## config.mk

```make
export PLATFORM = sky130hd
export DESIGN_NAME = ddr_instr_packer
export DESIGN_NICKNAME = d
export VERILOG_FILES = /design/src/rtl/ddr_instr_packer.sv
export SDC_FILE = /design/constraint.sdc
export NUM_CORES = 1
export LEC_CHECK = 0
export CORE_AREA = 2 2 128 130
export CTS_CLUSTER_DIAMETER = 30
export CTS_CLUSTER_SIZE = 14
export DETAILED_ROUTE_END_ITERATION = 8
export DIE_AREA = 0 0 130 132
export GPL_ROUTABILITY_DRIVEN = 0
export PLACE_DENSITY = 0.77
export SETUP_SLACK_MARGIN = 0.15
export SYNTH_ARGS = -nofsm -noshare
export SYNTH_HDL_FRONTEND = slang
export SYNTH_SLANG_ARGS = --single-unit
```

## constraint.sdc

```tcl
create_clock -name clk -period 5.4 [get_ports clk]
set_input_delay 0.54 -clock clk [delete_from_list [all_inputs] [get_ports clk]]
set_output_delay 0.54 -clock clk [all_outputs]
set_load 0.01 [all_outputs]
```

## src/rtl/ddr_instr_packer.sv

```systemverilog
`default_nettype none
// ============================================================================
// Module   : ddr_instr_packer
// Purpose  : Packs a stream of DDR commands into wide instruction words of
//            four 16-bit slots each. A partial word is padded with NOP slots
//            and emitted on an explicit flush or after TIMEOUT idle cycles.
//            One output register decouples the packer from the consumer.
// Revision : 1.0 - initial release
// ----------------------------------------------------------------------------
// Ports
//   clk         clock, all state updates on the rising edge
//   rst         synchronous active-high reset
//   cmd_valid   command offered
//   cmd_ready   command accepted when cmd_valid & cmd_ready
//   cmd_op      DDR opcode
//   cmd_bar     bank-address register index
//   cmd_addr    CAR index (WRITE/READ) or RAR index (ACT)
//   cmd_flags   {pre_all, rank, bl4, ap, inc_addr, inc_bar}
//   flush       pad the current partial word with NOPs and emit it
//   out_valid   out_instr holds a packed instruction
//   out_ready   consumer takes out_instr
//   out_instr   packed instruction word
//   busy        partial word held or output valid
//   stat_words  number of instructions handed to the consumer
//   stat_pads   number of NOP pad slots inserted by flush/timeout
// ----------------------------------------------------------------------------
// Slot layout (16 bits):
//   [2:0]   opcode            [6:3]  bar
//   [10:7]  car (WR/RD) / rar (ACT)
//   [11]    inc_bar           [12]   inc_car (WR/RD) / inc_rar (ACT)
//   [13]    ap (WR/RD) / pre_all (PRE)
//   [14]    bl4               [15]   rank
// Fields that share a position are never defined for the same opcode, so the
// opcode alone tells the decoder how to interpret them.
// ============================================================================
module ddr_instr_packer #(
  parameter int TIMEOUT     = 16,
  parameter int INSTR_WIDTH = 72,
  parameter int DDR_OFFSET  = 64
) (
  input  logic                   clk,
  input  logic                   rst,
  input  logic                   cmd_valid,
  output logic                   cmd_ready,
  input  logic [2:0]             cmd_op,
  input  logic [3:0]             cmd_bar,
  input  logic [3:0]             cmd_addr,
  input  logic [5:0]             cmd_flags,
  input  logic                   flush,
  output logic                   out_valid,
  input  logic                   out_ready,
  output logic [INSTR_WIDTH-1:0] out_instr,
  output logic                   busy,
  output logic [31:0]            stat_words,
  output logic [31:0]            stat_pads
);

  // Opcode encoding
  localparam logic [2:0] OP_NOP   = 3'd0;
  localparam logic [2:0] OP_WRITE = 3'd1;
  localparam logic [2:0] OP_READ  = 3'd2;
  localparam logic [2:0] OP_PRE   = 3'd3;
  localparam logic [2:0] OP_ACT   = 3'd4;
  localparam logic [2:0] OP_ZQ    = 3'd5;
  localparam logic [2:0] OP_REF   = 3'd6;

  // Slot field positions
  localparam int DDR_CODE_OFFSET = 0;
  localparam int DEC_BAR         = 3;
  localparam int DEC_CAR         = 7;
  localparam int DEC_RAR         = 7;
  localparam int DEC_INC_BAR     = 11;
  localparam int DEC_INC_CAR     = 12;
  localparam int DEC_INC_RAR     = 12;
  localparam int DEC_AP          = 13;
  localparam int DEC_PRE_ALL     = 13;
  localparam int DEC_BL4         = 14;
  localparam int DEC_RANK        = 15;

  // Last idle-count value before the timeout fires; the cycle spent at this
  // value is the TIMEOUT-th idle cycle and acts as a flush.
  localparam logic [7:0] IDLE_LAST = 8'(TIMEOUT - 1);

  // --------------------------------------------------------------------------
  // State
  // --------------------------------------------------------------------------
  logic [1:0]             r_cnt;
  logic [15:0]            r_slot [0:2];
  logic                   r_out_valid;
  logic [INSTR_WIDTH-1:0] r_out_instr;
  logic [7:0]             r_idle;
  logic                   r_flush_pend;
  logic [31:0]            r_stat_words;
  logic [31:0]            r_stat_pads;

  // --------------------------------------------------------------------------
  // Combinational
  // --------------------------------------------------------------------------
  logic                   w_pre_all;
  logic                   w_rank;
  logic                   w_bl4;
  logic                   w_ap;
  logic                   w_inc_addr;
  logic                   w_inc_bar;
  logic [15:0]            w_enc;
  logic                   w_out_free;
  logic                   w_accept;
  logic                   w_complete;
  logic                   w_timeout;
  logic                   w_flush_any;
  logic                   w_transfer;
  logic [2:0]             w_fill;
  logic [2:0]             w_pads;
  logic [INSTR_WIDTH-1:0] w_word;

  assign {w_pre_all, w_rank, w_bl4, w_ap, w_inc_addr, w_inc_bar} = cmd_flags;

  // Encode the offered command into one slot; only opcode-relevant fields
  // are populated, everything else stays zero.
  always_comb begin
    w_enc = '0;
    w_enc[DEC_RANK] = w_rank;
    case (cmd_op)
      OP_WRITE, OP_READ: begin
        w_enc[DDR_CODE_OFFSET +: 3] = cmd_op;
        w_enc[DEC_BAR +: 4]         = cmd_bar;
        w_enc[DEC_CAR +: 4]         = cmd_addr;
        w_enc[DEC_INC_BAR]          = w_inc_bar;
        w_enc[DEC_INC_CAR]          = w_inc_addr;
        w_enc[DEC_AP]               = w_ap;
        w_enc[DEC_BL4]              = w_bl4;
      end
      OP_PRE: begin
        w_enc[DDR_CODE_OFFSET +: 3] = cmd_op;
        w_enc[DEC_BAR +: 4]         = cmd_bar;
        w_enc[DEC_INC_BAR]          = w_inc_bar;
        w_enc[DEC_PRE_ALL]          = w_pre_all;
      end
      OP_ACT: begin
        w_enc[DDR_CODE_OFFSET +: 3] = cmd_op;
        w_enc[DEC_BAR +: 4]         = cmd_bar;
        w_enc[DEC_RAR +: 4]         = cmd_addr;
        w_enc[DEC_INC_BAR]          = w_inc_bar;
        w_enc[DEC_INC_RAR]          = w_inc_addr;
      end
      OP_ZQ, OP_REF: begin
        w_enc[DDR_CODE_OFFSET +: 3] = cmd_op;
      end
      default: begin
        // NOP and unassigned opcodes both become a NOP that keeps its rank.
        w_enc[DDR_CODE_OFFSET +: 3] = OP_NOP;
      end
    endcase
  end

  assign w_out_free = ~r_out_valid | out_ready;
  // Only the slot that completes a word needs the output register, so the
  // first three slots are always accepted.
  assign cmd_ready  = (r_cnt != 2'd3) | w_out_free;
  assign w_accept   = cmd_valid & cmd_ready;
  assign w_complete = w_accept & (r_cnt == 2'd3);

  // Timeout only counts cycles where a partial word sits without progress.
  assign w_timeout  = (r_cnt != 2'd0) & ~w_accept & (r_idle == IDLE_LAST);

  // Any reason to close the current partial word: a remembered flush, an
  // explicit flush with something to emit, or the idle timeout.
  assign w_flush_any = r_flush_pend | w_timeout |
                       (flush & ((r_cnt != 2'd0) | w_accept));

  // A completing accept implies the output is free (cmd_ready guarantees it).
  assign w_transfer = w_complete | (w_flush_any & w_out_free);

  assign w_fill = {1'b0, r_cnt} + {2'b00, w_accept};
  assign w_pads = 3'd4 - w_fill;

  // Assemble the outgoing word: stored slots first, then the command being
  // accepted this cycle, zero (NOP, rank 0) slots after that.
  always_comb begin
    w_word             = '0;
    w_word[DDR_OFFSET] = 1'b1;
    for (int k = 0; k < 4; k++) begin
      if (k < 3 && 2'(k) < r_cnt) begin
        w_word[16*k +: 16] = r_slot[k];
      end else if (w_accept && 2'(k) == r_cnt) begin
        w_word[16*k +: 16] = w_enc;
      end
    end
  end

  // --------------------------------------------------------------------------
  // Sequential
  // --------------------------------------------------------------------------
  always_ff @(posedge clk) begin
    if (w_accept && !w_transfer) begin
      r_slot[r_cnt] <= w_enc;
    end
  end

  always_ff @(posedge clk) begin
    if (rst) begin
      r_cnt        <= 2'd0;
      r_out_valid  <= 1'b0;
      r_out_instr  <= '0;
      r_idle       <= 8'd0;
      r_flush_pend <= 1'b0;
      r_stat_words <= 32'd0;
      r_stat_pads  <= 32'd0;
    end else begin
      // Output register: load a new word, or clear after the handshake.
      if (w_transfer) begin
        r_out_instr <= w_word;
        r_out_valid <= 1'b1;
      end else if (out_ready) begin
        r_out_instr <= '0;
        r_out_valid <= 1'b0;
      end

      if (r_out_valid && out_ready) begin
        r_stat_words <= r_stat_words + 32'd1;
      end

      if (w_transfer) begin
        r_stat_pads <= r_stat_pads + {29'd0, w_pads};
      end

      // Fill count
      if (w_transfer) begin
        r_cnt <= 2'd0;
      end else if (w_accept) begin
        r_cnt <= r_cnt + 2'd1;
      end

      // A flush that cannot transfer yet is remembered until it does.
      if (w_transfer) begin
        r_flush_pend <= 1'b0;
      end else if (w_flush_any) begin
        r_flush_pend <= 1'b1;
      end

      // Idle counter saturates at its last value; once there the flush is
      // already latched, so further counting carries no information.
      if (w_accept || w_transfer) begin
        r_idle <= 8'd0;
      end else if (r_cnt != 2'd0 && r_idle != IDLE_LAST) begin
        r_idle <= r_idle + 8'd1;
      end
    end
  end

  assign out_valid  = r_out_valid;
  assign out_instr  = r_out_instr;
  assign busy       = (r_cnt != 2'd0) | r_out_valid;
  assign stat_words = r_stat_words;
  assign stat_pads  = r_stat_pads;

endmodule
`default_nettype wire
```

**Run 1: track usage over the die**

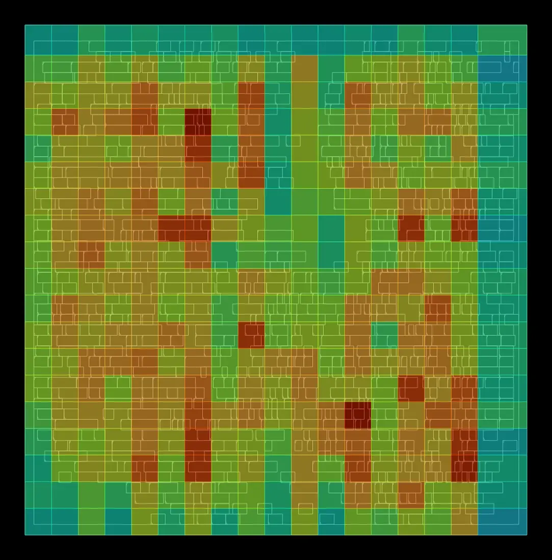
WL per Instance: 17.1 microns
met1 usage: 32.0%
grt met2 use: 34.6%

**Run 1: met1 routing**

Supply wires on this layer in gray.
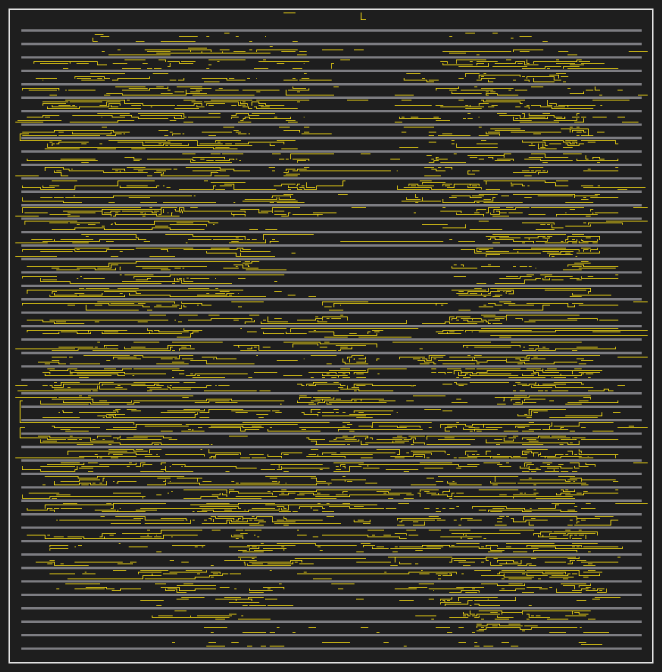
The layer holds 46% of the routed length. The layer carries 8750 microns of wire.
Routed WL: 19.1 mm
Vias: 6433

**Run 1: cell classes on the final placement**

Scale bar: 50 microns. Fill, decap, tap and diode cells in gray.
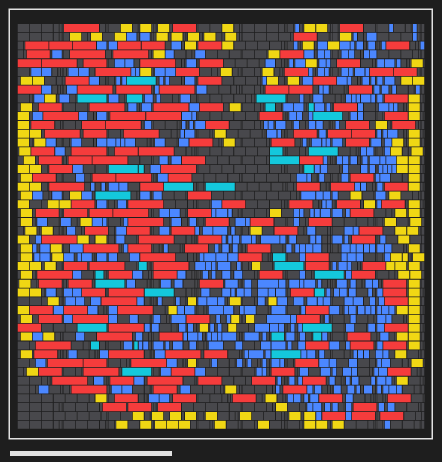
Key: red = flops [cells 188]; cyan = clock drivers and dummy loads [cells 32]; yellow = other buffers and delay cells [cells 163]; blue = all other logic [cells 517]
row count: 46
Core Area: 15700 sq um
Final Util: 63.8%

==> impl_metrics.env, run 1 <==
# flow metrics
export IMPL_power_total_mw=2.94
export IMPL_yosys_area_share_aoi_pct=19.4
export IMPL_busiest_layer="met2"
export IMPL_ys_sh_simple_pct=15.1
export IMPL_layout_nets=921
export IMPL_area_growth_pct=28.8
export IMPL_crit_required_ns=5.76
export IMPL_clkTransAtPathRegs_ns=0.07
export IMPL_post_cts_buffers=0
export IMPL_clock_buffers=18
export IMPL_seq_power_share_pct=50.9
export IMPL_regToRegEndpoint="stat_pads[24]$_SDFFE_PP0P_"
export IMPL_signal_buffers=163
export IMPL_critPathTopFamily="simple AND/OR/NAND/NOR gates"
export IMPL_placed_cells=1084
export IMPL_xor_share_pct=4.16
export IMPL_cp_startpoint="r_cnt[1]$_SDFFE_PP0N_"
export IMPL_cp_num_cells=13
export IMPL_drc_errors=0
export IMPL_grt_pass1_wl_mm=31.2
export IMPL_finalClockPeriodUsage_pct=72.9
export IMPL_place_ws_ns=1.13
export IMPL_yosys_top_cells_count="dfxtp_1, nand2_1, edfxtp_1, o2bb2ai_1, nor2_1"
export IMPL_syn_area_sq_um=7780
export IMPL_fp_util_pct=49.5
export IMPL_ys_dominant_reg_cell="dfxtp_1"
export IMPL_placed_cell_area_sq_um=9450
export IMPL_cts_tree="done"
export IMPL_die_h_microns=132
export IMPL_combGateArea_sq_um=3230
export IMPL_post_cts_resized=0
export IMPL_cts_buffers=17
export IMPL_route_met3_wl_mm=1.21
export IMPL_inv_count=28
export IMPL_cp_start_kind="flip-flop"
export IMPL_worstHoldStart="out_instr[39]$_SDFFE_PP0P_"
export IMPL_worstPathCellList="ha_1 -> nand3b_1 -> and2_1 -> inv_1 -> ha_1 -> ha_1 -> inv_1 -> fa_1 -> inv_1 -> a21o_1 -> nand2_1 -> or4_1 -> a21oi_1"
export IMPL_drt_pass1_iter_count=5
export IMPL_rrSetupSlack_ns=1.46
export IMPL_peakVddDrop_mv=0.239
export IMPL_setup_ws_ns=1.46
export IMPL_drv_cap=0
export IMPL_ctsHtreeMaxLevel=4
export IMPL_grt_max_degree=73
export IMPL_ys_flops=188
export IMPL_flops=188
export IMPL_hold_depth=1
export IMPL_warnings=29
export IMPL_edf_count=48
export IMPL_grt_pass1_vias=5928
export IMPL_power_top_group="registers"
export IMPL_hold_class="flip-flop to flip-flop"
export IMPL_yosys_area_sq_um=7780
export IMPL_outcome="complete, no violations"
export IMPL_slowest_delay_ns=0.87
export IMPL_diodes=0
export IMPL_swShare_pct=24.5
export IMPL_mux_area_share_pct=0.273
export IMPL_via_per_inst=5.76
export IMPL_syn_area_per_cell_sq_um=10.3
export IMPL_grt_met3_usage_pct=4.83
export IMPL_grt_use_total_pct=22.5
export IMPL_comb_cell_share_pct=32.2
export IMPL_finalMaxSlewViolations=0
export IMPL_top_logic_kind="AND-OR/OR-AND gates"
export IMPL_power_switching_mw=0.719
export IMPL_portBuffers=153
export IMPL_critPathBufInv=3
export IMPL_reg2reg_depth=13
export IMPL_largest_area_cell="dfxtp_1"
export IMPL_drive_gt1_share_pct=5.78
export IMPL_wl_met1_mm=8.75
export IMPL_fin_worst_skew_ns=0.00910
export IMPL_timing_rr_start="r_cnt[1]$_SDFFE_PP0N_"
export IMPL_stdcell_area_sq_um=10000
export IMPL_ioPinCount=161
export IMPL_area_leaders="dfxtp_1, edfxtp_1, o2bb2ai_1, a22o_1, xnor2_1"
export IMPL_netlist_instances=752
export IMPL_critPathMaxFanout=19
export IMPL_top_layer_used="met4"
export IMPL_dp_hpwl_mm=12.6
export IMPL_cts_sinks=188
export IMPL_p_int_mw=2.22
export IMPL_p_clk_mw=1.21
export IMPL_worstMarginPinSlew_ns=0.875
export IMPL_fa_ha_area_share_pct=2.03
export IMPL_cp_arrival_ns=4.30
export IMPL_die_area_sq_um=17200
export IMPL_seq_area_share_pct=42.3
export IMPL_grt_ovfl_total=0
export IMPL_antenna_found_initial=0
export IMPL_final_hold_violation_count=0
export IMPL_route_met2_wl_mm=8.95
export IMPL_hold_ws_ns=0.471
export IMPL_comb_cell_power_mw=0.233
export IMPL_rsz0062_at_grt="false"
export IMPL_p_per_area_nw_per_um2=293
export IMPL_p_clk_share_pct=41.2
export IMPL_yosysSeqAreaShare_pct=54.5
export IMPL_setup_tns_ns=0
export IMPL_most_common_layout_cells="clkdlybuf4s50_1, dfxtp_1, nand2_1"
export IMPL_p_comb_share_pct=7.9
export IMPL_ys_cells=752
export IMPL_synth_top_cell_area_share_pct=36.0
export IMPL_final_cells=1116
export IMPL_die_w_microns=130
export IMPL_hold_buffers=0
export IMPL_fin_crit_ns=3.94
export IMPL_holdPathEnd="out_instr[39]$_SDFFE_PP0P_"
export IMPL_netlist_cell_type_count=60
export IMPL_largest_reg_flops=64
export IMPL_nFillCells=1278
export IMPL_async_flop_share_pct=0
export IMPL_clk_share_pct=5.72
export IMPL_setup_viol=0
export IMPL_p_leak_nw=3.28
export IMPL_endpoint="stat_pads[24]$_SDFFE_PP0P_"
export IMPL_synth_warnings=0
export IMPL_dr_first_iter_drc_count=407
**Run 1: placement density heat map**

13 x 13 tiles, from white (low) to dark blue (high), 0 to 100% covered.
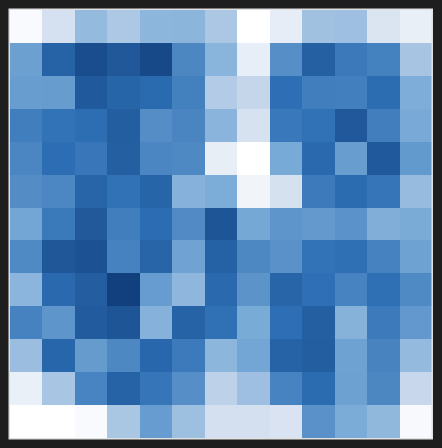

==> inputs of run 2 (changes only) <==
--- a/config.mk
+++ b/config.mk
@@ -5,13 +5,13 @@
 export SDC_FILE = /design/constraint.sdc
 export NUM_CORES = 1
 export LEC_CHECK = 0
-export CORE_AREA = 2 2 128 130
+export CORE_AREA = 2 2 134 136
 export CTS_CLUSTER_DIAMETER = 30
 export CTS_CLUSTER_SIZE = 14
 export DETAILED_ROUTE_END_ITERATION = 8
-export DIE_AREA = 0 0 130 132
+export DIE_AREA = 0 0 136 138
 export GPL_ROUTABILITY_DRIVEN = 0
-export PLACE_DENSITY = 0.77
+export PLACE_DENSITY = 0.74
 export SETUP_SLACK_MARGIN = 0.15
 export SYNTH_ARGS = -nofsm -noshare
 export SYNTH_HDL_FRONTEND = slang
==> constraint.sdc (replaced) <==
create_clock -name clk -period 3.4 [get_ports clk]
set_input_delay 0.34 -clock clk [delete_from_list [all_inputs] [get_ports clk]]
set_output_delay 0.34 -clock clk [all_outputs]
set_load 0.01 [all_outputs]
**Run 2: placement density heat map**

14 x 14 tiles, from white (low) to dark blue (high), 0 to 100% covered.
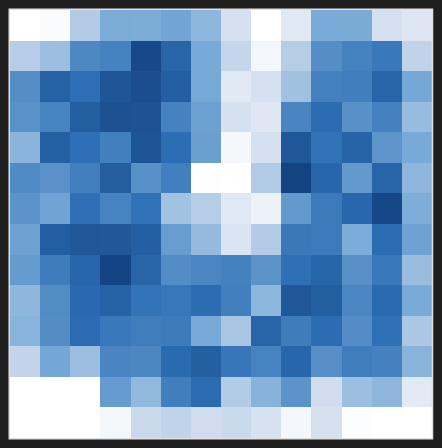
The fullest tile reaches 92%. The mean over all tiles is 53%. 6.6% of the tiles are nearly empty. 23% of the tiles are over 75% full.

==> run 2 against run 1 <==
Compared with the run above: sequential power grew 58%; worst hold slack worse by 0.16 ns; sequential share of layout area down 0.61 points; first-iteration DRC count is 8.1% higher; clock power increased by 65%; via count fell by 0.72%; largest cell class unchanged.
==> impl_metrics.env, run 2 <==
# flow metrics
export IMPL_ys_flops=188
export IMPL_grt_max_degree=65
export IMPL_power_switching_mw=1.22
export IMPL_drv_cap=0
export IMPL_synth_top_cell_area_share_pct=36.0
export IMPL_rrSetupSlack_ns=0.40
export IMPL_via_per_inst=5.60
export IMPL_drc_errors=0
export IMPL_placed_cells=1109
export IMPL_fa_ha_area_share_pct=2.03
export IMPL_timing_rr_start="r_cnt[0]$_SDFFE_PP0N_"
export IMPL_cts_sinks=188
export IMPL_place_ws_ns=0.00537
export IMPL_area_leaders="dfxtp_1, edfxtp_1, o2bb2ai_1, a22o_1, xnor2_1"
export IMPL_utilization_pct=58.0
export IMPL_post_cts_resized=0
export IMPL_drt_pass1_iter_count=5
export IMPL_p_comb_share_pct=8.1
export IMPL_power_top_group="registers"
export IMPL_antenna_found_initial=0
export IMPL_synth_warnings=0
export IMPL_worstMarginPinSlew_ns=0.716
export IMPL_p_per_area_nw_per_um2=468
export IMPL_ys_sh_simple_pct=15.1
export IMPL_reg2reg_depth=13
export IMPL_cts_tree="done"
export IMPL_rsz0062_at_grt="false"
export IMPL_top_layer_used="met4"
export IMPL_largest_reg_flops=64
export IMPL_peakVddDrop_mv=0.376
export IMPL_finalClockPeriodUsage_pct=88.2
export IMPL_syn_area_sq_um=7780
export IMPL_yosys_area_share_aoi_pct=19.4
export IMPL_combGateArea_sq_um=3230
export IMPL_regToRegEndpoint="stat_pads[22]$_SDFFE_PP0P_"
export IMPL_final_hold_violation_count=0
export IMPL_outcome="complete, no violations"
export IMPL_routed_wl_mm=19.5
export IMPL_setup_tns_ns=0
export IMPL_power_total_mw=4.76
export IMPL_seq_area_share_pct=41.7
export IMPL_die_w_microns=136
export IMPL_comb_cell_power_mw=0.387
export IMPL_top_logic_kind="AND-OR/OR-AND gates"
export IMPL_hold_depth=2
export IMPL_route_met2_wl_mm=9.03
export IMPL_hold_class="input pin to flip-flop"
export IMPL_use_met1_pct=28.9
export IMPL_endpoint="stat_pads[22]$_SDFFE_PP0P_"
export IMPL_seq_power_share_pct=49.8
export IMPL_crit_required_ns=3.76
export IMPL_slowest_delay_ns=0.52
export IMPL_grt_pass1_vias=6181
export IMPL_critPathMaxFanout=15
export IMPL_flops=188
export IMPL_most_common_layout_cells="clkdlybuf4s50_1, dfxtp_1, nand2_1"
export IMPL_holdPathEnd="out_valid$_SDFFE_PP0P_"
export IMPL_critPathBufInv=3
export IMPL_mux_area_share_pct=0.273
export IMPL_worstPathCellList="ha_1 -> nand3b_1 -> and2_1 -> inv_1 -> ha_1 -> ha_1 -> inv_1 -> fa_1 -> inv_1 -> a21o_1 -> nand2_2 -> or4_1 -> a21oi_1"
export IMPL_comb_cell_share_pct=31.8
export IMPL_signal_buffers=175
export IMPL_p_int_mw=3.54
export IMPL_finalMaxSlewViolations=0
export IMPL_setup_ws_ns=0.403
export IMPL_worstHoldStart="rst"
**Run 2: track usage over the die**

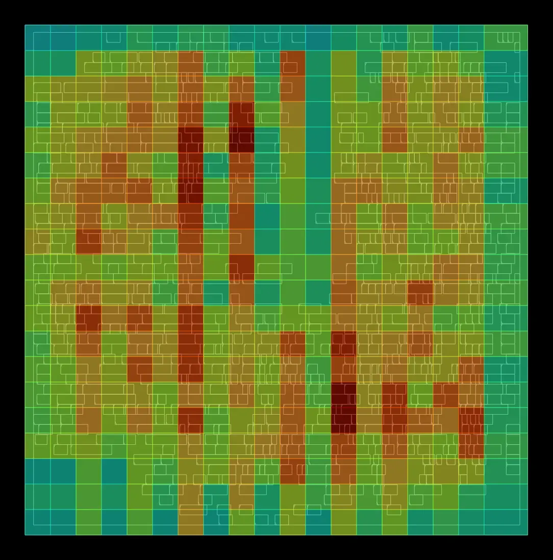
WL per Instance: 17.1 microns
grt met2 use: 32.9%

**Run 2: metal 4**

Scale bar: 50 microns. Supply wires on this layer in gray.
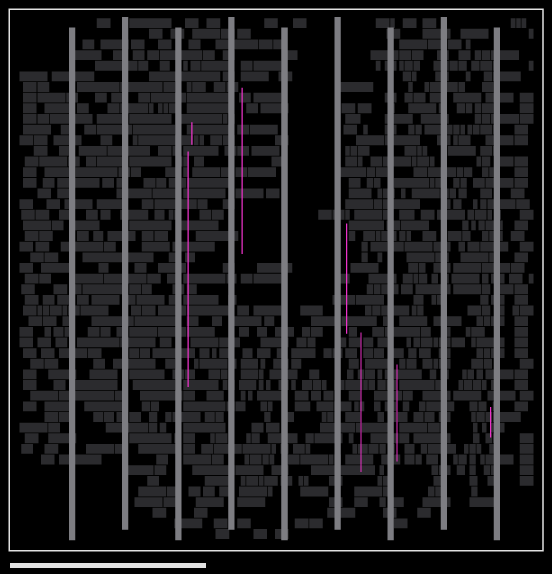

==> inputs of run 3 (changes only) <==
--- a/config.mk
+++ b/config.mk
@@ -11,6 +11,7 @@
 export DETAILED_ROUTE_END_ITERATION = 8
 export DIE_AREA = 0 0 136 138
 export GPL_ROUTABILITY_DRIVEN = 0
+export MAX_ROUTING_LAYER = met4
 export PLACE_DENSITY = 0.74
 export SETUP_SLACK_MARGIN = 0.15
 export SYNTH_ARGS = -nofsm -noshare
==> constraint.sdc (replaced) <==
create_clock -name clk -period 2.5 [get_ports clk]
set_input_delay 0.25 -clock clk [delete_from_list [all_inputs] [get_ports clk]]
set_output_delay 0.25 -clock clk [all_outputs]
set_load 0.01 [all_outputs]
**Run 3: metal 4**

Scale bar: 50 microns. Supply wires on this layer in gray.
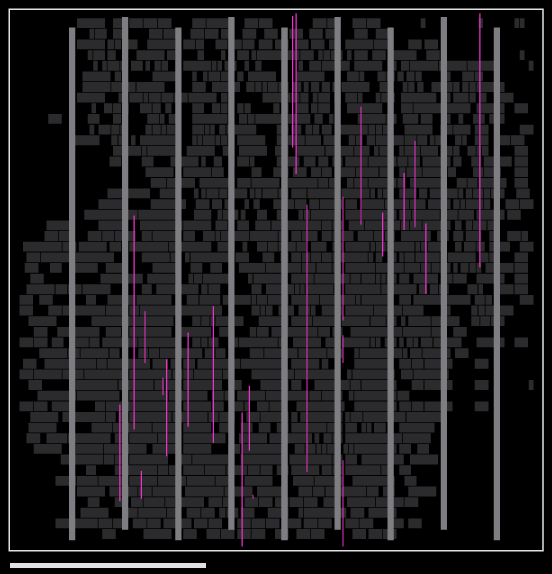
The longest straight run is 68.0 microns. The layer carries 598 microns of wire. The layer holds 2.4% of the routed length. The wires run mostly vertical.

**Run 3: track usage over the die**

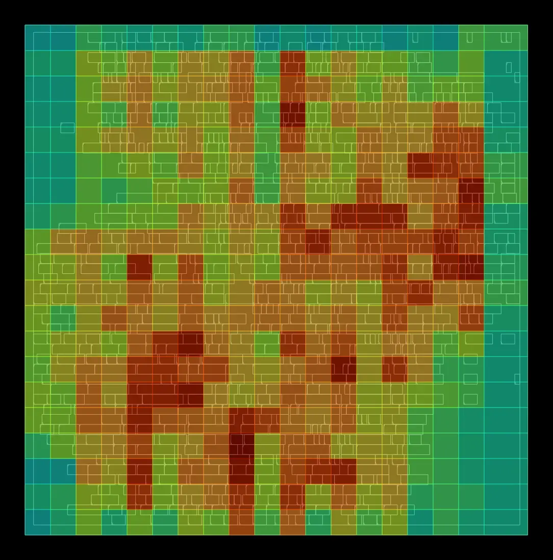
met1 usage: 33.1%
gr usage total: 25.6%

==> run 3 against run 2 <==
Compared with the run above: the run now ends with setup timing left; worst setup slack lost 0.56 ns; sequential share of layout area down 5.9 points; final cell count up 6.9%; design area increased by 17%; clock-buffer cell count increased by 1; die area is the same; fmax increased by 13%; critical path depth is 2 higher; wire length increased by 25%; via count grew 12%; first-iteration DRC count grew 28%; synthesized cell count did not move; largest power group unchanged.
==> impl_metrics.env, run 3 <==
# flow metrics
export IMPL_worstPathCellList="ha_4 -> nand3b_1 -> and2_4 -> inv_4 -> ha_4 -> ha_4 -> ha_4 -> a21oi_1 -> a21o_1 -> buf_6 -> buf_6 -> a311oi_2 -> buf_4 -> a41o_1 -> a21oi_1"
export IMPL_yosys_top_cells_count="dfxtp_1, nand2_1, edfxtp_1, o2bb2ai_1, nor2_1"
export IMPL_violations="setup timing"
export IMPL_ys_sh_simple_pct=15.1
export IMPL_setup_ws_ns=-0.153
export IMPL_nFillCells=1242
export IMPL_critPathMaxFanout=3
export IMPL_grt_max_degree=54
export IMPL_seq_power_share_pct=47.2
export IMPL_p_clk_mw=2.70
export IMPL_syn_area_sq_um=7780
export IMPL_stdcell_area_sq_um=11900
export IMPL_wl_per_cell_microns=20.1
export IMPL_worstMarginPinSlew_ns=0.750
export IMPL_area_leaders="dfxtp_1, edfxtp_1, o2bb2ai_1, a22o_1, xnor2_1"
export IMPL_drv_cap=0
export IMPL_cts_sinks=188
export IMPL_ys_flops=188
export IMPL_p_comb_share_pct=13.4
export IMPL_setup_viol=92
export IMPL_outcome="finished with violations"
export IMPL_ioPinCount=161
export IMPL_final_cells=1220
export IMPL_worstHoldStart="rst"
export IMPL_rrSetupSlack_ns=-0.15
export IMPL_placed_cell_area_sq_um=10000
export IMPL_p_clk_share_pct=39.4
export IMPL_endpoint="stat_pads[31]$_SDFFE_PP0P_"
export IMPL_crit_required_ns=2.80
export IMPL_route_met3_wl_mm=1.59
export IMPL_route_met2_wl_mm=12.1
export IMPL_routed_wl_mm=24.5
export IMPL_comb_cell_power_mw=0.920
export IMPL_p_leak_nw=4.03
export IMPL_antenna_found_initial=0
export IMPL_ys_dominant_reg_cell="dfxtp_1"
export IMPL_portBuffers=153
export IMPL_hold_depth=2
export IMPL_wl_met1_mm=10.2
export IMPL_power_switching_mw=1.81
export IMPL_flops=188
export IMPL_seq_area_share_pct=35.8
export IMPL_grt_met3_usage_pct=5.17
export IMPL_use_met2_pct=40.2
export IMPL_cp_num_cells=15
export IMPL_place_ws_ns=-0.425
export IMPL_busiest_layer="met2"
export IMPL_layout_nets=1012
export IMPL_regToRegEndpoint="stat_pads[31]$_SDFFE_PP0P_"
export IMPL_hold_class="input pin to flip-flop"
export IMPL_swShare_pct=26.5
export IMPL_via_count=7136
export IMPL_clkTransAtPathRegs_ns=0.07
export IMPL_power_top_group="registers"
export IMPL_via_per_inst=5.85
export IMPL_die_area_sq_um=18800
export IMPL_reg2reg_depth=15
export IMPL_top_logic_kind="AND-OR/OR-AND gates"
export IMPL_edf_count=48
export IMPL_p_int_mw=5.03
export IMPL_area_growth_pct=52.6
export IMPL_coreArea_sq_um=17500
export IMPL_power_total_mw=6.84
export IMPL_critPathTopFamily="adder cells"
export IMPL_largest_area_cell="dfxtp_1"
export IMPL_fin_crit_ns=2.65
export IMPL_cp_startpoint="r_cnt[0]$_SDFFE_PP0N_"
export IMPL_cp_arrival_ns=2.95
export IMPL_xor_share_pct=4.16
export IMPL_p_per_area_nw_per_um2=576
Power is estimated from default activity; no workload was simulated.
